File: config.mk
export PLATFORM = sky130hd
export DESIGN_NAME = capture_ctrl_mc
export DESIGN_NICKNAME = d
export VERILOG_FILES = /design/src/rtl/capture_ctrl_mc.sv
export SDC_FILE = /design/constraint.sdc
export NUM_CORES = 1
export LEC_CHECK = 0
export ABC_AREA = 1
export CORE_ASPECT_RATIO = 1.2
export CORE_MARGIN = 5
export CORE_UTILIZATION = 40
export CTS_CLUSTER_SIZE = 10
export DETAILED_ROUTE_END_ITERATION = 12
export PLACE_DENSITY = 0.65
export SYNTH_ARGS = -nofsm -noshare
export SYNTH_HDL_FRONTEND = slang
export SYNTH_SLANG_ARGS = --single-unit
File: constraint.sdc
create_clock -name clk -period 1.9 [get_ports clk]
set_clock_uncertainty 0.05 [all_clocks]
set_input_delay 0.285 -clock clk [delete_from_list [all_inputs] [get_ports clk]]
set_output_delay 0.285 -clock clk [all_outputs]
set_load 0.1 [all_outputs]
File: src/rtl/capture_ctrl_mc.sv
// rtl/capture_ctrl_mc.sv - circular multi-channel capture controller with byte-wise channel dump
// Optional DECIMATE_EN: adds decimator[3:0] and a prescaler so samples are taken every 2**decimator clocks.
module capture_ctrl_mc #(
  parameter int AW     = 9,
  parameter int NUM_CH = 4,
  parameter int DATA_W = 8,
  parameter int CH_W   = 2
) (
  input  logic                     clk,
  input  logic                     rst_n,
  input  logic                     run,
  input  logic                     trigger,
  input  logic [AW-1:0]            trig_pos,
  output logic                     en,
  output logic                     we,
  output logic [AW-1:0]            addr,
  input  logic [NUM_CH*DATA_W-1:0] ram_rdata,
  input  logic                     start_dump,
  input  logic [CH_W-1:0]          dump_channel,
  output logic [DATA_W-1:0]        dump_data,
  output logic                     send_dump,
  input  logic                     tx_done,
  output logic                     dump_finished,
  output logic                     armed,
  output logic                     capture_done
`ifdef DECIMATE_EN
  ,
  input  logic [3:0]               decimator
`endif
);

  localparam int DEPTH = 2 ** AW;
  localparam logic [AW:0] DEPTH_W = (AW+1)'(DEPTH);

  typedef enum logic [2:0] {IDLE, PRE, POST, DONE, RD, LAT, SEND, WAIT} state_t;

  state_t              state_q, state_d;
  logic [AW-1:0]       addr_q, addr_d;
  logic [AW:0]         fill_q, fill_d;
  logic [AW-1:0]       post_len_q, post_len_d;
  logic [AW-1:0]       post_cnt_q, post_cnt_d;
  logic [AW-1:0]       rd_cnt_q, rd_cnt_d;
  logic [CH_W-1:0]     ch_q, ch_d;
  logic [DATA_W-1:0]   dump_data_q, dump_data_d;
  logic                armed_q, armed_d;
  logic                cap_done_q, cap_done_d;
  logic                dump_fin_q, dump_fin_d;
  logic                smp;
  logic [DATA_W-1:0]   sel_byte;
  logic [AW:0]         arm_thresh;

`ifdef DECIMATE_EN
  logic [15:0] presc_q, presc_d;
  logic [15:0] presc_mask;
  assign presc_mask = (16'd1 << decimator) - 16'd1;
  assign smp = (presc_q & presc_mask) == 16'd0;
`else
  assign smp = 1'b1;
`endif

  // Out-of-range channel numbers fall back to channel 0.
  always_comb begin
    sel_byte = ram_rdata[DATA_W-1:0];
    for (int k = 1; k < NUM_CH; k++) begin
      if (ch_q == CH_W'(k)) sel_byte = ram_rdata[k*DATA_W +: DATA_W];
    end
  end

  assign arm_thresh = DEPTH_W - {1'b0, post_len_q};

  always_comb begin
    state_d     = state_q;
    addr_d      = addr_q;
    fill_d      = fill_q;
    post_len_d  = post_len_q;
    post_cnt_d  = post_cnt_q;
    rd_cnt_d    = rd_cnt_q;
    ch_d        = ch_q;
    dump_data_d = dump_data_q;
    armed_d     = armed_q;
    cap_done_d  = cap_done_q;
    dump_fin_d  = 1'b0;
`ifdef DECIMATE_EN
    presc_d     = presc_q + 16'd1;
`endif
    en          = 1'b0;
    we          = 1'b0;
    addr        = addr_q;
    send_dump   = 1'b0;

    case (state_q)
      IDLE, DONE: begin
        if (run) begin
          state_d    = PRE;
          addr_d     = '0;
          fill_d     = '0;
          cap_done_d = 1'b0;
          armed_d    = 1'b0;
          post_len_d = trig_pos;
`ifdef DECIMATE_EN
          presc_d    = 16'd0;
`endif
        end else if (state_q == DONE && start_dump) begin
          state_d  = RD;
          ch_d     = dump_channel;
          rd_cnt_d = '0;
        end
      end
      PRE: begin
        armed_d = fill_q >= arm_thresh;
        if (smp) begin
          en     = 1'b1;
          we     = 1'b1;
          addr_d = addr_q + 1'b1;
          if (fill_q != DEPTH_W) fill_d = fill_q + (AW+1)'(1);
          // The registered armed flag gates the trigger, so a trigger coincident with arming is dropped.
          if (armed_q && trigger) begin
            post_cnt_d = post_len_q;
            armed_d    = 1'b0;
            if (post_len_q == '0) begin
              state_d    = DONE;
              cap_done_d = 1'b1;
            end else begin
              state_d = POST;
            end
          end
        end
      end
      POST: begin
        if (smp) begin
          en         = 1'b1;
          we         = 1'b1;
          addr_d     = addr_q + 1'b1;
          post_cnt_d = post_cnt_q - 1'b1;
          if (post_cnt_q == AW'(1)) begin
            state_d    = DONE;
            cap_done_d = 1'b1;
          end
        end
      end
      RD: begin
        // addr_q holds the oldest sample for the whole dump.
        en      = 1'b1;
        addr    = addr_q + rd_cnt_q;
        state_d = LAT;
      end
      LAT: begin
        dump_data_d = sel_byte;
        state_d     = SEND;
      end
      SEND: begin
        send_dump = 1'b1;
        state_d   = WAIT;
      end
      WAIT: begin
        if (tx_done) begin
          if (rd_cnt_q == {AW{1'b1}}) begin
            dump_fin_d = 1'b1;
            state_d    = DONE;
          end else begin
            rd_cnt_d = rd_cnt_q + 1'b1;
            state_d  = RD;
          end
        end
      end
      default: state_d = IDLE;
    endcase
  end

  always_ff @(posedge clk or negedge rst_n) begin
    if (!rst_n) begin
      state_q     <= IDLE;
      addr_q      <= '0;
      fill_q      <= '0;
      post_len_q  <= '0;
      post_cnt_q  <= '0;
      rd_cnt_q    <= '0;
      ch_q        <= '0;
      dump_data_q <= '0;
      armed_q     <= 1'b0;
      cap_done_q  <= 1'b0;
      dump_fin_q  <= 1'b0;
`ifdef DECIMATE_EN
      presc_q     <= 16'd0;
`endif
    end else begin
      state_q     <= state_d;
      addr_q      <= addr_d;
      fill_q      <= fill_d;
      post_len_q  <= post_len_d;
      post_cnt_q  <= post_cnt_d;
      rd_cnt_q    <= rd_cnt_d;
      ch_q        <= ch_d;
      dump_data_q <= dump_data_d;
      armed_q     <= armed_d;
      cap_done_q  <= cap_done_d;
      dump_fin_q  <= dump_fin_d;
`ifdef DECIMATE_EN
      presc_q     <= presc_d;
`endif
    end
  end

  assign dump_data     = dump_data_q;
  assign dump_finished = dump_fin_q;
  assign armed         = armed_q;
  assign capture_done  = cap_done_q;

endmodule

==> changes_impl.md <==
### Implementation results

- M3 GR Usage: 0.03711
- Distinct lib cells used: 32
- Worst hold-check path type: in2async
- Final Hold Vio Count: 0
- XOR Share, Synth: 0.03167
- CP most frequent cell: nand2_1
- Slack of the critical path: -0.4708 ns
- Metal-1 WL: ~5.4 mm
- Largest fanout on the critical path: 3
- Async S/R FF share, synth: 1.000
- Syn-to-layout area delta: 50.82%
- Hpwl dp: 9.726 mm
- Synthesized net count: roughly 720
- CP arrival: slightly above 2 ns
- Met2 Use GR: 0.3555
- Via/cell ratio: 5.067
- Synth Instances: ~640
- Final worst-path cycle share: 1.248
- CP Cell Sequence: ha_2 > inv_2 > fa_2 > inv_2 > nand2_4 > nand2_4 > nand3_2 > nand2_1 > nand2_1 > nand2_1 > nand2_2 > nand2_8 > buf_12
- Met3 WL: roughly 400 um
- Slowest-stage cell, CP: dfrtp_1
- Site Rows: ~42
- Largest net degree at the start of global routing: between 40 and 50
- Bufs w/o clock: roughly 150
- Final setup viols: 13
- Met1 GRT Util: 0.2364
- Post-Synthesis Cell Area: 4424 um2
- First-pass DRT Iterations: 5
- Count leader, synth: nand2_1
- CTS H-tree depth: 3
- Log Warnings: 31
- Largest class: logic gates
- Failing checks: negative setup slack
- Seq pwr: ~2200 uW
- Vias in the first global route: 4744
- Fa+ha+maj area frac: 0.08088
- Total design power: 10150 uW
- Status: finished, violations left
- Most used flip-flop cell: dfrtp_1
- I/O pin count: roughly 72
- GPL Wtd Cong: 0.9201
- Violation tally from detailed-route iteration zero: between 150 and 200
- Reg with most FFs: fill_q
- Post-CTS resize count: 36
- Reg clk slew, reported paths: ~0.050 ns
- Clk sinks: 62
- Top Layer Used: met4
- Crit. Startpoint: rd_cnt_q[0]
- Internal power: between 5000 and 6000 uW
- Clock Path Buffers: 2
- Setup slack, reg-to-reg: -0.21 ns
- Logic inverters: approximately 84
- Non-clk buf share: 0.2156
- I/O Buffers: ~71
- Relative slew slack: 0.6610
- Maxcap violations: 0
- Clock-cell share: 0.04031
- N_taps: ~130
- Leading area contributor after synthesis: dfrtp_1
**Floorplan with the power grid**

Pins as bars on the die edge.
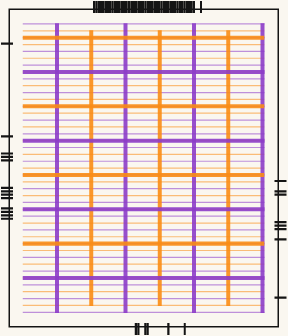
purple -> VSS
orange -> VDD
rows = 42
signal pins = 72
met1 rails = 43
met5 straps = 8
met4 straps = 7
Die Width: 106.0 um
core area: 10930 um2

**Placement by cell class**

The bar under the picture is 20 um long.
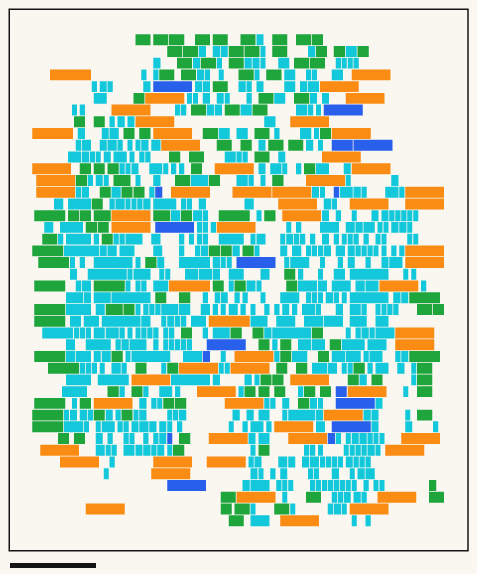
cyan -> all other logic  # cells 571
blue -> clock drivers and dummy loads  # cells 16
orange -> flip-flops  # cells 62
green -> other buffers and delay cells  # cells 149
fin area: 6673 um2
final core utilization: 0.6105

**Clock wires, drivers and flops**

The bar under the picture is 20 um long.
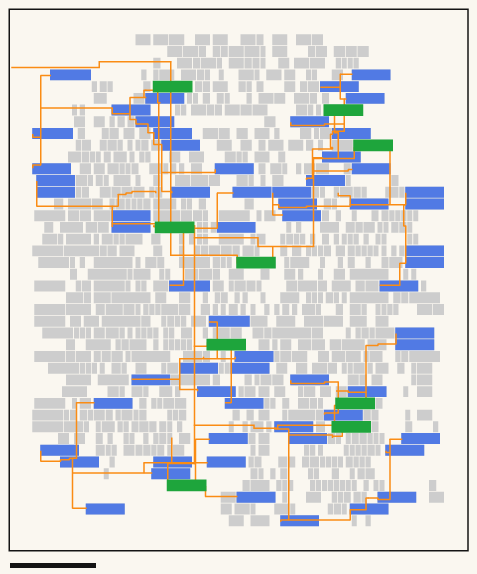
orange -> clock wires  # length 1010 um
blue -> flip-flops  # count 62
green -> cells driving clock nets  # count 9
routed clock nets = 10
flops lie = all over the die
Clk Latency, worst-skew pair: 0.33 ns
P_clk: 1500 uW
Clock power frac: 0.147

**Signal wires by layer**

Only two layers are drawn.
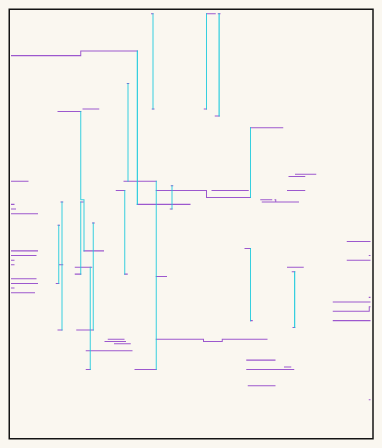
cyan -> met4  # wire length 482 um
purple -> met3  # wire length 396 um
routed wire length: 12.94 mm
total track usage: 0.2026
DR vias: 4712
Avg WL per Cell: 13.91 um

Power is estimated from default activity; no workload was simulated.
